Run 1, placement by cell class:
The bar under the picture is 20 µm long. Fill, decap, tap and diode cells in gray.
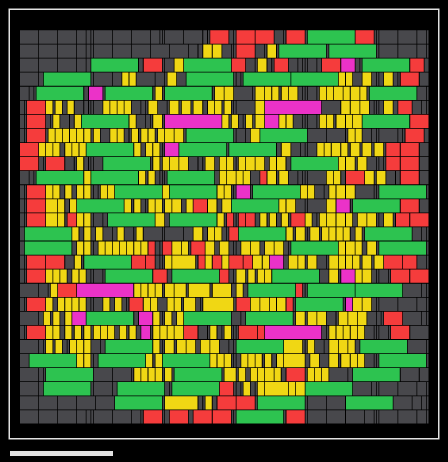
Run 1, selected gate families:
The bar under the picture is 20 µm long.
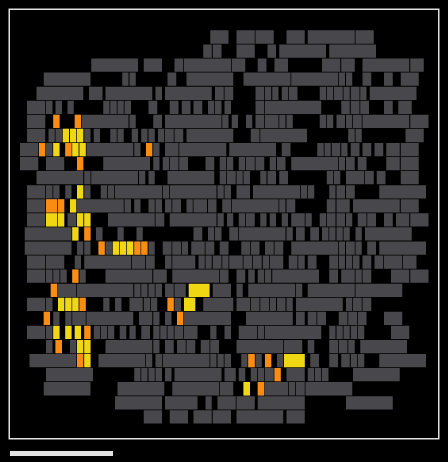
Run 1, placed standard cells:
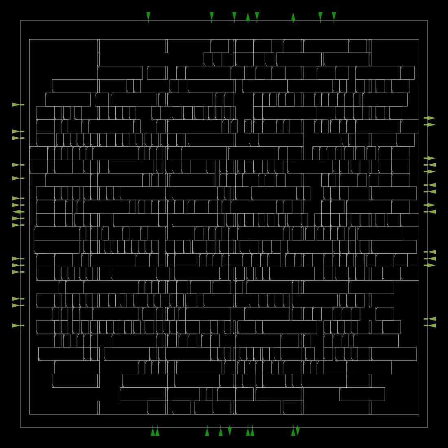
===== src/rtl/fifo_stream_unpacker.sv =====
// fifo_stream_unpacker
// Read-side stage behind the synchronous FIFO. It pulls DATA_WIDTH-bit words
// and serialises each one into RATIO = DATA_WIDTH/OUT_WIDTH beats on a
// valid/ready stream. A one-word prefetch slot hides the FIFO's read latency
// and its stale empty flag, so beats stream without bubbles.
module fifo_stream_unpacker #(
  parameter int unsigned DATA_WIDTH = 32,
  parameter int unsigned OUT_WIDTH  = 8,
  parameter bit          LSB_FIRST  = 1'b1
) (
  input  logic                  clk,
  input  logic                  reset,
  input  logic                  fifo_empty_i,
  input  logic [DATA_WIDTH-1:0] fifo_rd_data_i,
  output logic                  fifo_rd_en_o,
  output logic                  m_valid_o,
  input  logic                  m_ready_i,
  output logic [OUT_WIDTH-1:0]  m_data_o,
  output logic                  m_last_o
);

  localparam int unsigned RATIO    = DATA_WIDTH / OUT_WIDTH;
  localparam int unsigned CNT_W    = (RATIO > 2) ? $clog2(RATIO) : 1;
  localparam logic [CNT_W-1:0] CNT_LAST = CNT_W'(RATIO - 1);

  // Reject word/beat geometries that cannot be serialised evenly.
  if (((DATA_WIDTH % OUT_WIDTH) != 0) || (RATIO < 2)) begin : g_param_check
    $error("fifo_stream_unpacker: DATA_WIDTH must be a multiple of OUT_WIDTH with a ratio of at least 2");
  end

  // Shift register holding the word being serialised, plus the prefetch slot.
  logic [DATA_WIDTH-1:0] sh_q, sh_d;
  logic                  sh_valid_q, sh_valid_d;
  logic [CNT_W-1:0]      cnt_q, cnt_d;
  logic [DATA_WIDTH-1:0] pf_q, pf_d;
  logic                  pf_valid_q, pf_valid_d;
  logic                  rd_pend_q, rd_pend_d;
  logic                  last_q, last_d;

  logic accept;
  logic at_last;
  logic last_acc;
  logic pf_to_sh;
  logic cap_to_sh;
  logic cap_to_pf;

  // Issue a read only when the returning word is guaranteed a home and the
  // empty flag is not stale: never in the cycle right after another read.
  assign fifo_rd_en_o = !reset && !fifo_empty_i && !rd_pend_q && !pf_valid_q;

  assign m_valid_o = sh_valid_q;
  assign m_data_o  = LSB_FIRST ? sh_q[OUT_WIDTH-1:0] : sh_q[DATA_WIDTH-1 -: OUT_WIDTH];
  assign m_last_o  = last_q;

  assign accept   = sh_valid_q && m_ready_i;
  assign at_last  = (cnt_q == CNT_LAST);
  assign last_acc = accept && at_last;

  // The word returning from the FIFO goes straight to the shift register when
  // that slot frees up this cycle and nothing older is waiting in prefetch.
  assign pf_to_sh  = last_acc && pf_valid_q;
  assign cap_to_sh = rd_pend_q && (!sh_valid_q || (last_acc && !pf_valid_q));
  assign cap_to_pf = rd_pend_q && !cap_to_sh;

  // Next-state: shift on mid-word accepts, refill on the last beat, capture reads.
  always_comb begin
    // NOTE: every variable gets a default first so no path leaves it unassigned;
    // otherwise synthesis infers a latch to hold the old value.
    sh_d       = sh_q;
    sh_valid_d = sh_valid_q;
    cnt_d      = cnt_q;
    pf_d       = pf_q;
    pf_valid_d = pf_valid_q;
    rd_pend_d  = fifo_rd_en_o;

    if (accept && !at_last) begin
      sh_d  = LSB_FIRST ? (sh_q >> OUT_WIDTH) : (sh_q << OUT_WIDTH);
      cnt_d = cnt_q + CNT_W'(1);
    end

    if (last_acc) begin
      cnt_d      = '0;
      sh_d       = '0;
      sh_valid_d = 1'b0;
    end

    if (pf_to_sh) begin
      sh_d       = pf_q;
      sh_valid_d = 1'b1;
      pf_d       = '0;
      pf_valid_d = 1'b0;
    end

    if (cap_to_sh) begin
      sh_d       = fifo_rd_data_i;
      sh_valid_d = 1'b1;
      cnt_d      = '0;
    end

    // Ordered after the prefetch pop so a simultaneous move and capture
    // leaves the newer word in the prefetch slot.
    if (cap_to_pf) begin
      pf_d       = fifo_rd_data_i;
      pf_valid_d = 1'b1;
    end

    last_d = sh_valid_d && (cnt_d == CNT_LAST);
  end

  // State registers with asynchronous clear.
  always_ff @(posedge clk or posedge reset) begin
    // NOTE: sequential state uses non-blocking assignments so every register
    // samples its pre-edge value regardless of statement order.
    if (reset) begin
      sh_q       <= '0;
      sh_valid_q <= 1'b0;
      cnt_q      <= '0;
      pf_q       <= '0;
      pf_valid_q <= 1'b0;
      rd_pend_q  <= 1'b0;
      last_q     <= 1'b0;
    end else begin
      sh_q       <= sh_d;
      sh_valid_q <= sh_valid_d;
      cnt_q      <= cnt_d;
      pf_q       <= pf_d;
      pf_valid_q <= pf_valid_d;
      rd_pend_q  <= rd_pend_d;
      last_q     <= last_d;
    end
  end

endmodule


===== config.mk =====
export PLATFORM = sky130hd
export DESIGN_NAME = fifo_stream_unpacker
export DESIGN_NICKNAME = d
export VERILOG_FILES = /design/src/rtl/fifo_stream_unpacker.sv
export SDC_FILE = /design/constraint.sdc
export NUM_CORES = 1
export LEC_CHECK = 0
export ABC_AREA = 1
export CAP_MARGIN = 20
export CORE_MARGIN = 1.5
export CORE_UTILIZATION = 55
export CTS_BUF_LIST = sky130_fd_sc_hd__clkbuf_4
export DETAILED_ROUTE_END_ITERATION = 6
export GPL_TIMING_DRIVEN = 0
export MAX_ROUTING_LAYER = met4
export PLACE_DENSITY = 0.9
export SYNTH_ARGS = -nofsm -noshare
export SYNTH_HDL_FRONTEND = slang
export SYNTH_SLANG_ARGS = --single-unit

===== constraint.sdc =====
create_clock -name clk -period 6.15 [get_ports clk]
set_input_delay 1.5375 -clock clk [delete_from_list [all_inputs] [get_ports clk]]
set_output_delay 1.5375 -clock clk [all_outputs]
set_load 0.01 [all_outputs]

==> results.txt, run 1 <==
Figures from the implementation reports.

- The flow ran to the end, and the final reports show no timing, DRC or antenna violations.
- The wire length of the first global-routing pass reads 14.5 mm.
- The most numerous cell on the critical path is sky130_fd_sc_hd__clkdlybuf4s50_1.
- Counting every net in the synthesized netlist gives 494.
- Ranking logic cells in the layout by count gives the top entries 184 x sky130_fd_sc_hd__nand2_1, 107 x sky130_fd_sc_hd__nand3_1, 70 x sky130_fd_sc_hd__dfrtp_1.
- The count of different cell masters after synthesis is 21.
- In the synthesized netlist, the number of instances is 457.
- The largest fanout on the critical path reads 2.
- The HPWL after detailed placement reads 6.00 mm.
- The total setup violations reported at the end of the flow is 0.
- The initial antenna violation count is 0.
- For this sky-water flow run, the detailed-routed wirelength per cell is reported as 14.9 µm.
- The library cell contributing the largest single delay on the critical path reads sky130_fd_sc_hd__clkdlybuf4s50_1.
- The number of antenna diodes in the final layout is 0.
- The area share of the largest cell type after synthesis is 50.1%.
- Sorting the synthesized cells by area gives the leading types as sky130_fd_sc_hd__dfrtp_1 50%, sky130_fd_sc_hd__nand2_1 20%, sky130_fd_sc_hd__nand3_1 15%.
- For this run, the total global-route usage over all layers was measured as 29.5%.
- The placed cell count reads 578.
- The average instance in the mapped netlist occupies 7.65 µm².
- The total cell area reported by yosys after synthesis reads 3500 µm².
- The insertion delay to the later sink of the worst-skew pair is 430 ps.
- The number of port buffers reads 46.
- The slew check shows that the tightest pin keeps a relative margin of 43.6%.
- The hold buffer count at cts reads 0.
- The number of nets in the layout is 551.
- The number of global-route vias before repair came to 3133.
- The count of nets left with antenna violations once routing finished came out at 0.
- The warning count from the yosys run reads 0.
- The worst voltage drop across the vdd grid is 0.000202 V.
- Total power for the finished layout comes to 1.77 mW.
- In this run the critical path is formed by clkdlybuf4s50_1 > nor4_1 > clkdlybuf4s50_1.
- The initial core utilization is 58.0%.
- The number of synthesized register bits reads 70.
- Data on the critical path arrives at its endpoint at 2900 ps.
- TritonCTS built the clock tree.
- The number of buffers added for setup after CTS reads 0.
- The portion of the post-synthesis area used by sequential elements reads 50.1%.
- The total grt overflow reads 0.
- CTS saw 70 sinks.
- The leakage component of the power was reported as 2.25 nW.
- The final-report hold violation count reads 0.
- The buffer depth of the longest clock path is 2.
- Gates resized during post-CTS repair numbered 0.
- The violation count after the first detailed-route iteration is 324.
- The number of top-level pins reads 47.
- The internal reg-to-reg setup slack is 4410 ps.
- The clock slew at the register clock pins of the worst setup and hold paths reads 110 ps.
- The pin slew with the least headroom to its limit reads 846 ps.
- The required time of the worst setup path reads 4610 ps.
- In this build the clock could be raised as far as 225 MHz.
- The startpoint class of the critical path is an input port.
- The post-synth count of flops with an enable pin is 0.
- The category of the most critical setup path is input port to primary output.
- Setup repair after global routing left no endpoint under its margin.
- The layout overhead on the synthesized area reads 21.8%.
- The floorplan step set the die width to 82.7 µm.
- The tree is rooted in a sky130_fd_sc_hd__clkbuf_4.
- The number of remaining DRC errors reads 0.
- The worst min-delay path class reads flop to flop.
- The accumulated negative setup slack is 0 ps.
- The number of warnings in the stage logs is 26.
- The wire length after detailed routing is 8.86 mm.
- The placer's final routability congestion estimate is 0.898.
- The worst clock skew on the final layout is 15.8 ps.
- The final standard cell utilization of the core is 70.7%.
- The iteration tally of the first detailed-router pass reads 5.
- The critical path endpoint category reads a primary output.
- Per the OpenROAD floorplan log, the area of the die is 6850 µm².
- Entering global routing, the biggest net connects 71 pins.
- Power spread over the standard cell area amounts to 416 nW/µm².
- Subtracting the final worst setup slack from the clock period gives 4440 ps.
- The cell area after technology mapping is 3500 µm².
- The number of max-slew violations in the final report reads 0.
- The total cells reported by yosys after synthesis is 457.
- The fraction of final layout cells with drive strength greater than 1 reads 9.83%.
- The total clock buffers created by CTS is 9.
- The detailed router placed 3299 vias in this run.
- Per the synthesis report, the dominant area consumer among library cells is sky130_fd_sc_hd__dfrtp_1.
- The vertical die dimension reads 82.7 µm.
- The number of levels in the clock H-tree is 3.
- The per-cell via count in the routed design reads 5.55.
- Of all flip-flops after synthesis, the portion carrying an async set or reset was 100%.
-- 'placement by cell class' (at the start) --
[remaining logic cells] yellow | cells: 353 | share of their area: 37%
[clock drivers and dummy loads] magenta | cells: 16 | share of their area: 4.9%
[remaining buffers and delay cells] red | cells: 80 | share of their area: 16%
[registers] green | cells: 70 | share of their area: 42%

-- 'selected gate families' (at the start) --
[inv cells] orange | cells: 25 | most used: inv_1
[nor cells] yellow | cells: 29 | most used: nor2_1

-- 'placed standard cells' (at the start) --
number of fillers in the final layout: 491
Cell Rows: 28
number of standard cells in the layout, taps in and fillers out: 594
CORE AREA: 6030 µm²
Taps Inserted: 75

==> run 1: through the flow <==
step / instance area [µm²] / setup slack, ps / hold slack [ps]
4_1_cts: 4260 / 1700 / 487
3_3_place_gp: 4050 / 1720 / 453
5_1_grt: 4260 / 1570 / 506
3_5_place_dp: 4050 / 1710 / 460
6_report: 4260 / 1710 / 487
2_1_floorplan: 3500 / 2620 / 442
==> run 1: critical path, delay by kind of cell <==
kind,cells,cell delay (ps)
simple gates,1,310
buf+inv,2,1060
==> run 1: cell families (layout without fill, tap and decap cells) <==
logic type,Yosys count,after routing,synth area share [%]
and+or+nand+nor,323,323,39.7
DFF,70,70,50.1
AOI/OAI and AO/OA,3,3,1.00
muxes,1,1,0.286
adders and majority gates,1,1,0.358
buffers and inverters,59,121,8.55
==> run 1: registers in the layout (all words and copies together) (netlist names) <==
register / count
m_valid_o: 1
rd_pend_q: 1
pf_q: 32
sh_q: 32
m_last_o: 1
cnt_q: 2
pf_valid_q: 1
==> run 1: cell usage after synthesis (2+ instances only) <==
master and instances:
sky130_fd_sc_hd__buf_1 3, sky130_fd_sc_hd__buf_2 8, sky130_fd_sc_hd__buf_4 18, sky130_fd_sc_hd__clkbuf_1 5, sky130_fd_sc_hd__dfrtp_1 70, sky130_fd_sc_hd__inv_1 24, sky130_fd_sc_hd__nand2_1 184, sky130_fd_sc_hd__nand3_1 107
sky130_fd_sc_hd__nor2_1 25, sky130_fd_sc_hd__nor2_4 2
==> run 1: power breakdown <==
part           internal (mW)  leakage [nW]  switching (mW)
clock                  0.245         0.104           0.167
sequential             0.631         0.924           0.104
combinational          0.256          1.22           0.371
==> run 1: routing by layer <==
layer	part of all wire, %	up-vias	track usage [%]
met5	0	-	-
met4	2.9	0	11.5
met3	8.3	32	6.92
met2	49	180	48.1
met1	40	1525	35.6
li1	-	1562	-
==> run 1: path summary, 6_finish.rpt <==
kind	to	from	depth (start not counted)
worst max register to register	sh_q[4]	cnt_q[0]	7
worst max-delay path	fifo_rd_en_o	reset	3
worst min register to register	pf_q[19]	pf_q[19]	2
worst min-delay path	pf_q[19]	pf_q[19]	2
min in group asynchronous	rd_pend_q	reset	2
max in group asynchronous	sh_q[21]	reset	2
==> run 1: cell type report <==
cell class                      count  area (µm²)
Fill cell                         491        1770
Buffer                             34         205
Timing Repair Buffer               46         460
Inverter                           25        96.3
Clock buffer                        9        67.6
Sequential cell                    70        1750
Multi-Input combinational cell    328        1450
Clock inverter                      7         136
Tap cell                           75        93.8
==> run 2, diff against run 1 <==
==> constraint.sdc (replaced) <==
create_clock -name clk -period 4.1 [get_ports clk]
set_input_delay 1.025 -clock clk [delete_from_list [all_inputs] [get_ports clk]]
set_output_delay 1.025 -clock clk [all_outputs]
set_load 0.01 [all_outputs]
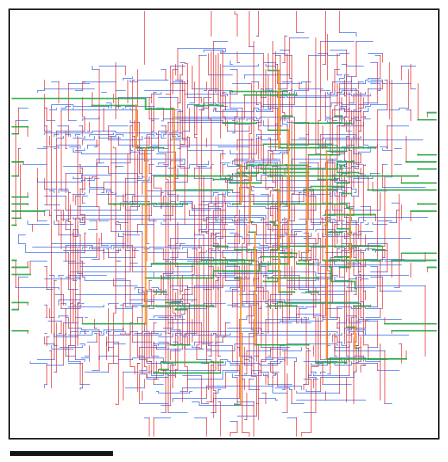
Run 2: wiring by layer
The bar under the picture is 20 µm long.
[M4] orange | wire length: 254 µm
[M2] red | wire length: 4330 µm
[M3] green | wire length: 734 µm
[M1] blue | wire length: 3530 µm

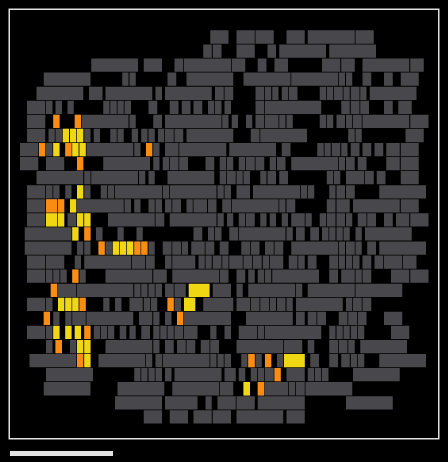
Run 2: selected gate families
The bar under the picture is 20 µm long.
[inv cells] orange | cells: 25 | most used: inv_1
[nor cells] yellow | cells: 29 | most used: nor2_1

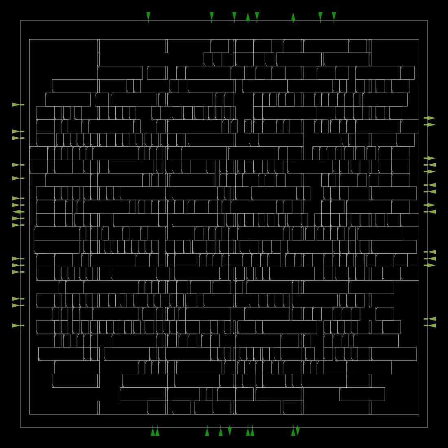
Run 2: placed standard cells
flip-flops: 70
Core Util, Final: 70.7%
sequential cell area share: 41.1%

==> run 2 against run 1 <==
Net effect:
- worst hold slack unchanged
- count of clock-buffer cells in the layout unchanged
- cell count unchanged
- design area unchanged
- critical path depth unchanged
- routed wire length unchanged
- clock skew unchanged
- register-to-register slack got worse by 2100 ps
- critical endpoint unchanged
- largest power group unchanged
==> results.txt, run 2 <==
Figures from the implementation reports.

- List of most frequent post-synthesis cells: 184 x sky130_fd_sc_hd__nand2_1, 107 x sky130_fd_sc_hd__nand3_1, 70 x sky130_fd_sc_hd__dfrtp_1, 25 x sky130_fd_sc_hd__nor2_1, 24 x sky130_fd_sc_hd__inv_1 (unchanged).
- The per-cell via count in the routed design reads 5.55 (unchanged).
- Largest regs: pf_q (32), sh_q (32), cnt_q (2) (unchanged).
- The initial core utilization is 58.0% (unchanged).
- The compound-gate portion of the synthesized area reads 1.00% (unchanged).
- The most numerous cell on the critical path reads sky130_fd_sc_hd__clkdlybuf4s50_1 (unchanged).
- The final standard cell count with taps included and fillers excluded was 594 (unchanged).
- The layout overhead on the synthesized area is 21.8% (unchanged).
- The number of nets at floorplan came to 494 (unchanged).
- RSZ-0062 raised after global routing: false (unchanged).
- The clock period minus final worst setup slack reads 3410 ps.
- The violation count after the first detailed-route iteration is 324 (unchanged).
- The placer's final routability congestion estimate is 0.898 (unchanged).
- The root buffer selected by CTS was sky130_fd_sc_hd__clkbuf_4 (unchanged).
- The area fraction in full adders, half adders and majority gates was 0.358% (unchanged).
- The warning count from the yosys run was 0 (unchanged).
- The row count was 28 (unchanged).
- The number of port buffers is 46 (unchanged).
- The post-synthesis cell count reads 457 (unchanged).
- The total setup violations reported at the end of the flow is 0 (unchanged).
- The simple-gate share of the synthesized area was 39.7% (unchanged).
- Outcome: finished, final reports clean (unchanged).
- The antenna diode count is 0 (unchanged).
- The routed via count is 3299 (unchanged).
- The worst clock skew on the final layout reads 15.8 ps (unchanged).
- The top cell type by instance count after synthesis is sky130_fd_sc_hd__nand2_1 (unchanged).
- Most used cells in the layout excluding fill and tap cells: 184 x sky130_fd_sc_hd__nand2_1, 107 x sky130_fd_sc_hd__nand3_1, 70 x sky130_fd_sc_hd__dfrtp_1 (unchanged).
- The category of the most critical setup path reads input port to primary output (unchanged).
- The final-report hold violation count is 0 (unchanged).
- The number of buffers added for setup after CTS came to 0 (unchanged).
- The number of clock sinks seen by CTS is 70 (unchanged).
- The post-synthesis async set-or-reset flop share is 100% (unchanged).
- The library cell contributing the largest single delay on the critical path was sky130_fd_sc_hd__clkdlybuf4s50_1 (unchanged).
- The critical path endpoint category reads a primary output (unchanged).
- The total grt overflow came to 0 (unchanged).
- The worst voltage drop across the vdd grid is 0.000303 V (was 0.000202 V).
- The post-layout worst setup margin is 685 ps (was 1710 ps).
- The number of max-slew violations in the final report reads 0 (unchanged).
## run 2: power by group
group | total, mW | internal (mW) | switching, mW
sequential | 1.10 | 0.946 | 0.155
clock | 0.617 | 0.367 | 0.250
combinational | 0.940 | 0.384 | 0.556
## run 2: cells by family (layout without fill, tap and decap cells)
logic type / after synthesis / after routing
DFF: 70 / 70
and+or+nand+nor: 323 / 323
buffers and inverters: 59 / 121
muxes: 1 / 1
AOI/OAI and AO/OA: 3 / 3
adders and majority gates: 1 / 1
## run 2: area by class of cell
class	instances	share of cell area, %
flip-flops and latches	70	41.1
multi-input cells	328	34.0
repair buffers	46	10.8
plain buffers	34	4.82
clock inverters	7	3.20
inverters	25	2.26
well taps	75	2.20
clock buffers	9	1.59
## run 2: worst register-to-register path: cells and delay by family, from the launching register on
family	cells	cell delay, ps
simple gates	5	590
flops	1	420
buf+inv	1	420
fa+ha+maj	1	260
## run 2: final timing paths
path                           from            to  slack [ps]  depth (start not counted)
setup / recovery              reset  fifo_rd_en_o         690                          3
hold / removal             pf_q[19]      pf_q[19]         490                          2
setup reg to reg           cnt_q[0]       sh_q[4]        2360                          7
hold reg to reg            pf_q[19]      pf_q[19]         490                          2
max in group asynchronous     reset      sh_q[21]        2410                          2
min in group asynchronous     reset     rd_pend_q        1140                          2
## run 2: per-layer routing
layer	global-route usage [%]	part of all wire (%)
met5	-	0
met4	11.5	2.9
met3	6.92	8.3
met2	48.1	49
met1	35.6	40
## run 2: stage by stage
stage               power (mW)  cell area, µm²
global route              2.82            4260
floorplan                 1.71            3500
detailed placement        2.03            4050
CTS                       2.64            4260
global placement          1.98            4050
finish                    2.66            4260
Run 2, placement by cell class:
The bar under the picture is 20 µm long. Fill, decap, tap and diode cells in gray.
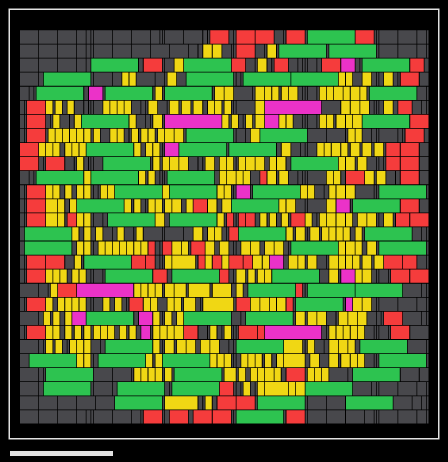

==> run 3, diff against run 2 <==
--- a/config.mk
+++ b/config.mk
@@ -8,12 +8,12 @@
 export ABC_AREA = 1
 export CAP_MARGIN = 20
 export CORE_MARGIN = 1.5
-export CORE_UTILIZATION = 55
+export CORE_UTILIZATION = 51
 export CTS_BUF_LIST = sky130_fd_sc_hd__clkbuf_4
 export DETAILED_ROUTE_END_ITERATION = 6
 export GPL_TIMING_DRIVEN = 0
 export MAX_ROUTING_LAYER = met4
-export PLACE_DENSITY = 0.9
+export PLACE_DENSITY = 0.88
 export SYNTH_ARGS = -nofsm -noshare
 export SYNTH_HDL_FRONTEND = slang
 export SYNTH_SLANG_ARGS = --single-unit
==> constraint.sdc (replaced) <==
create_clock -name clk -period 2.9 [get_ports clk]
set_input_delay 0.725 -clock clk [delete_from_list [all_inputs] [get_ports clk]]
set_output_delay 0.725 -clock clk [all_outputs]
set_load 0.01 [all_outputs]
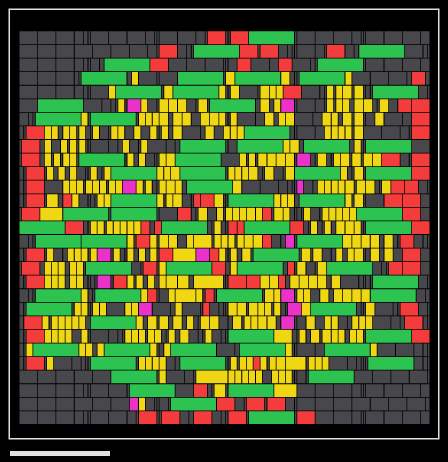
Run 3: placement by cell class
The bar under the picture is 20 µm long. Fill, decap, tap and diode cells in gray.
[registers] green | cells: 70 | share of their area: 43%
[clock drivers and dummy loads] magenta | cells: 14 | share of their area: 2.4%
[remaining logic cells] yellow | cells: 353 | share of their area: 38%
[remaining buffers and delay cells] red | cells: 79 | share of their area: 16%

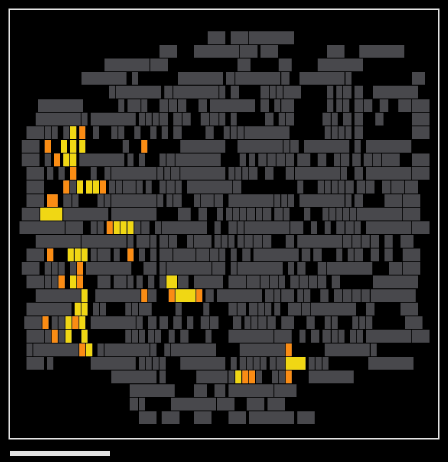
Run 3: selected gate families
The bar under the picture is 20 µm long.
[nor cells] yellow | cells: 29 | most used: nor2_1
[inv cells] orange | cells: 25 | most used: inv_1

==> run 3 against run 2 <==
Net effect:
- first-iteration DRC count fell by 3.7%
- combinational power rose by 39%
- sequential share of layout area rose by 1.0 points
- count of clock-buffer cells in the layout rose by 2
- area after synthesis did not move
- die area rose by 7.5%
- register-to-register slack got worse by 1200 ps
- critical path depth did not move
- synthesized cell count did not move
- largest cell class unchanged
- highest routed layer unchanged
==> results.txt, run 3 <==
Figures from the implementation reports.

- The largest fanout on the critical path reads 2 (unchanged).
- The antenna diode count is 0 (unchanged).
- The number of port buffers is 46 (unchanged).
- The post-synthesis async set-or-reset flop share is 100% (unchanged).
- The number of global-route vias before repair reads 3125 (was 3133).
- The vertical die dimension is 85.8 µm (was 82.7 µm).
- The total clock buffers created by CTS is 9 (unchanged).
- The number of synthesized register bits is 70 (unchanged).
- The area share of the largest cell type after synthesis came to 50.1% (unchanged).
- The number of max-slew violations in the final report is 0 (unchanged).
- The pre-CTS worst setup slack reads 63.0 ps (was 681 ps).
- The worst clock skew on the final layout reads 11.9 ps (was 15.8 ps).
- The cell area after placement is 4060 µm² (was 4050 µm²).
- The core region area is 6490 µm² (was 6030 µm²).
- Static timing analysis puts the maximum clock frequency at 360 MHz.
- The iteration tally of the first detailed-router pass came to 7 (was 5).
- The insertion delay to the later sink of the worst-skew pair reads 410 ps (was 430 ps).
- The number of clock sinks seen by CTS is 70 (unchanged).
- The total die size was 7360 µm² (was 6850 µm²).
- The final design area excluding fillers was 4160 µm² (was 4260 µm²).
- The per-cell via count in the routed design reads 5.54 (was 5.55).
- The library cell occupying the most area in the post-synthesis netlist reads sky130_fd_sc_hd__dfrtp_1 (unchanged).
- Outcome: finished, final reports clean (unchanged).
- The final standard cell utilization of the core is 64.0% (was 70.7%).
- The global routing met1 resource utilization is 30.7% (was 35.6%).
- The fraction of final layout cells with drive strength greater than 1 is 9.69% (was 9.83%).
- The routed via count is 3284 (was 3299).
- The category of the most critical setup path reads input port to primary output (unchanged).
- The critical path endpoint category was a primary output (unchanged).
- The total cells reported by yosys after synthesis was 457 (unchanged).
- The violation count after the first detailed-route iteration is 312 (was 324).
- The layout overhead on the synthesized area was 18.8% (was 21.8%).
- The clock slew at the register clock pins of the worst setup and hold paths is 90 ps (was 110 ps).
- Synth top area cells: sky130_fd_sc_hd__dfrtp_1 50%, sky130_fd_sc_hd__nand2_1 20%, sky130_fd_sc_hd__nand3_1 15% (unchanged).
- The worst path arrival time reads 2050 ps (was 2390 ps).
- The total setup violations reported at the end of the flow reads 0 (unchanged).
- The startpoint class of the critical path reads an input port (unchanged).
- The placer's final routability congestion estimate is 0.905 (was 0.898).
- Counting I/O delays and the setup requirement, the final critical path takes 2770 ps.
- The wire length per cell reads 14.3 µm (was 14.9 µm).
- The post-synthesis cell count was 457 (unchanged).
- The final-report hold violation count is 0 (unchanged).
- The CTS tree reads done (unchanged).
- RSZ-0062 raised after global routing: false (unchanged).
- The power density over the cells reads 811 nW/µm² (was 624 nW/µm²).
- The number of nets at floorplan is 494 (unchanged).
- The worst min-delay path class is flop to flop (unchanged).
- The placed cell count is 580 (was 578).
- The count of different cell masters after synthesis came to 21 (unchanged).
- The met2 track utilization from global routing is 41.0% (was 48.1%).
- The initial core utilization is 53.8% (was 58.0%).
- The total power is 3.37 mW (was 2.66 mW).
- The root buffer selected by CTS reads sky130_fd_sc_hd__clkbuf_4 (unchanged).
- The number of top-level pins was 47 (unchanged).
- The number of levels in the clock H-tree is 3 (unchanged).
- The accumulated negative setup slack reads 0 ps (unchanged).
- The portion of the post-synthesis area used by sequential elements is 50.1% (unchanged).
- The total cell area reported by yosys after synthesis reads 3500 µm² (unchanged).
- The cell area after technology mapping is 3500 µm² (unchanged).
- The pin slew with the least headroom to its limit is 854 ps (was 846 ps).
- The busiest metal layer after global routing reads met2 (unchanged).
- The required time of the worst setup path is 2170 ps (was 3070 ps).
- The HPWL after detailed placement came to 5.95 mm (was 6.00 mm).
- The wire length of the first global-routing pass is 14.2 mm (was 14.5 mm).
- The wire length after detailed routing came to 8.49 mm (was 8.86 mm).
- Largest regs: pf_q (32), sh_q (32), cnt_q (2) (unchanged).
- The average size of a mapped cell reads 7.65 µm² (unchanged).
- The total grt overflow reads 0 (unchanged).
- The buffer depth of the longest clock path is 2 (unchanged).
- The number of remaining DRC errors reads 0 (unchanged).
- The top cell type by instance count after synthesis is sky130_fd_sc_hd__nand2_1 (unchanged).
- The post-layout worst setup margin reads 125 ps (was 685 ps).
- The worst slack on hold paths reads 484 ps (was 487 ps).
- The number of buffers added for setup after CTS is 0 (unchanged).
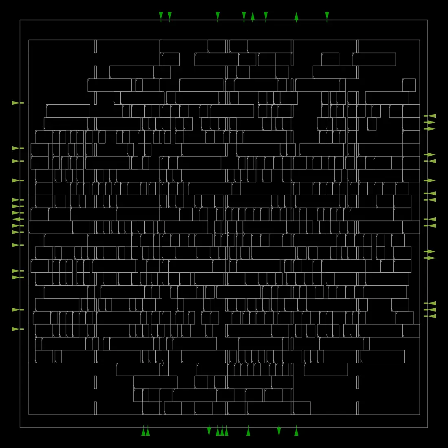
Run 3: placed standard cells
number of fillers in the final layout: 546
sequential cell area share: 42.2%
number of standard cells in the layout, taps in and fillers out: 593
Taps Inserted: 77

## run 3: cell types whose count changed in the layout (fill, tap and decap cells not counted)
cell,before,now
sky130_fd_sc_hd__buf_1,3,2
sky130_fd_sc_hd__bufinv_16,4,0
sky130_fd_sc_hd__clkbuf_4,9,11
sky130_fd_sc_hd__clkinv_2,1,2
sky130_fd_sc_hd__clkinvlp_4,1,0
sky130_fd_sc_hd__nor4_1,1,0
sky130_fd_sc_hd__nor4_2,0,1
## run 3: where the power goes
group          internal (mW)  switching, mW
sequential              1.34          0.215
combinational          0.541          0.768
clock                  0.181          0.325
## run 3: layout make-up
cell class | instances | area, µm²
clock inverter | 3 | 13.8
inverter | 25 | 96.3
buffer | 33 | 201
tap | 77 | 96.3
clock buffer | 11 | 82.6
multi-input combinational | 328 | 1450
fill | 546 | 2340
timing repair buffer | 46 | 460
sequential | 70 | 1750
## run 3: cell families (layout without fill, tap and decap cells)
family,after synthesis,after routing,synth area share (%)
AND-OR/OR-AND,3,3,1.00
adder cells (fa/ha/maj),1,1,0.358
buffers and inverters,59,118,8.55
flip-flops,70,70,50.1
multiplexers,1,1,0.286
AND/OR/NAND/NOR,323,323,39.7
## run 3: layer usage
| metal | wire, µm | up-vias |
|---|---|---|
| met2 | 4100 | 167 |
| met3 | 659 | 27 |
| met1 | 3490 | 1541 |
| met5 | 0 | - |
| li1 | - | 1549 |
| met4 | 239 | 0 |
## run 3: path summary, 6_finish.rpt
kind / end / slack [ps] / cells after the start / start
max in group asynchronous: sh_q[18] / 1470 / 2 / reset
hold reg to reg: sh_q[26] / 480 / 2 / sh_q[26]
setup / recovery: fifo_rd_en_o / 130 / 3 / reset
min in group asynchronous: rd_pend_q / 880 / 2 / reset
setup reg to reg: sh_q[6] / 1170 / 7 / cnt_q[0]
hold / removal: sh_q[26] / 480 / 2 / sh_q[26]
## run 3: repair_timing
action                                 CTS  global route
hold buffers                             0             0
setup endpoints to repair                1             0
endpoints found under the hold margin    0             0
resized                                  1             0
## run 3: worst max-delay path: stages
cell and delay (ps):
sky130_fd_sc_hd__clkdlybuf4s50_1 470, sky130_fd_sc_hd__nor4_2 270, sky130_fd_sc_hd__clkdlybuf4s50_1 580
Power and IR drop assume default switching activity.
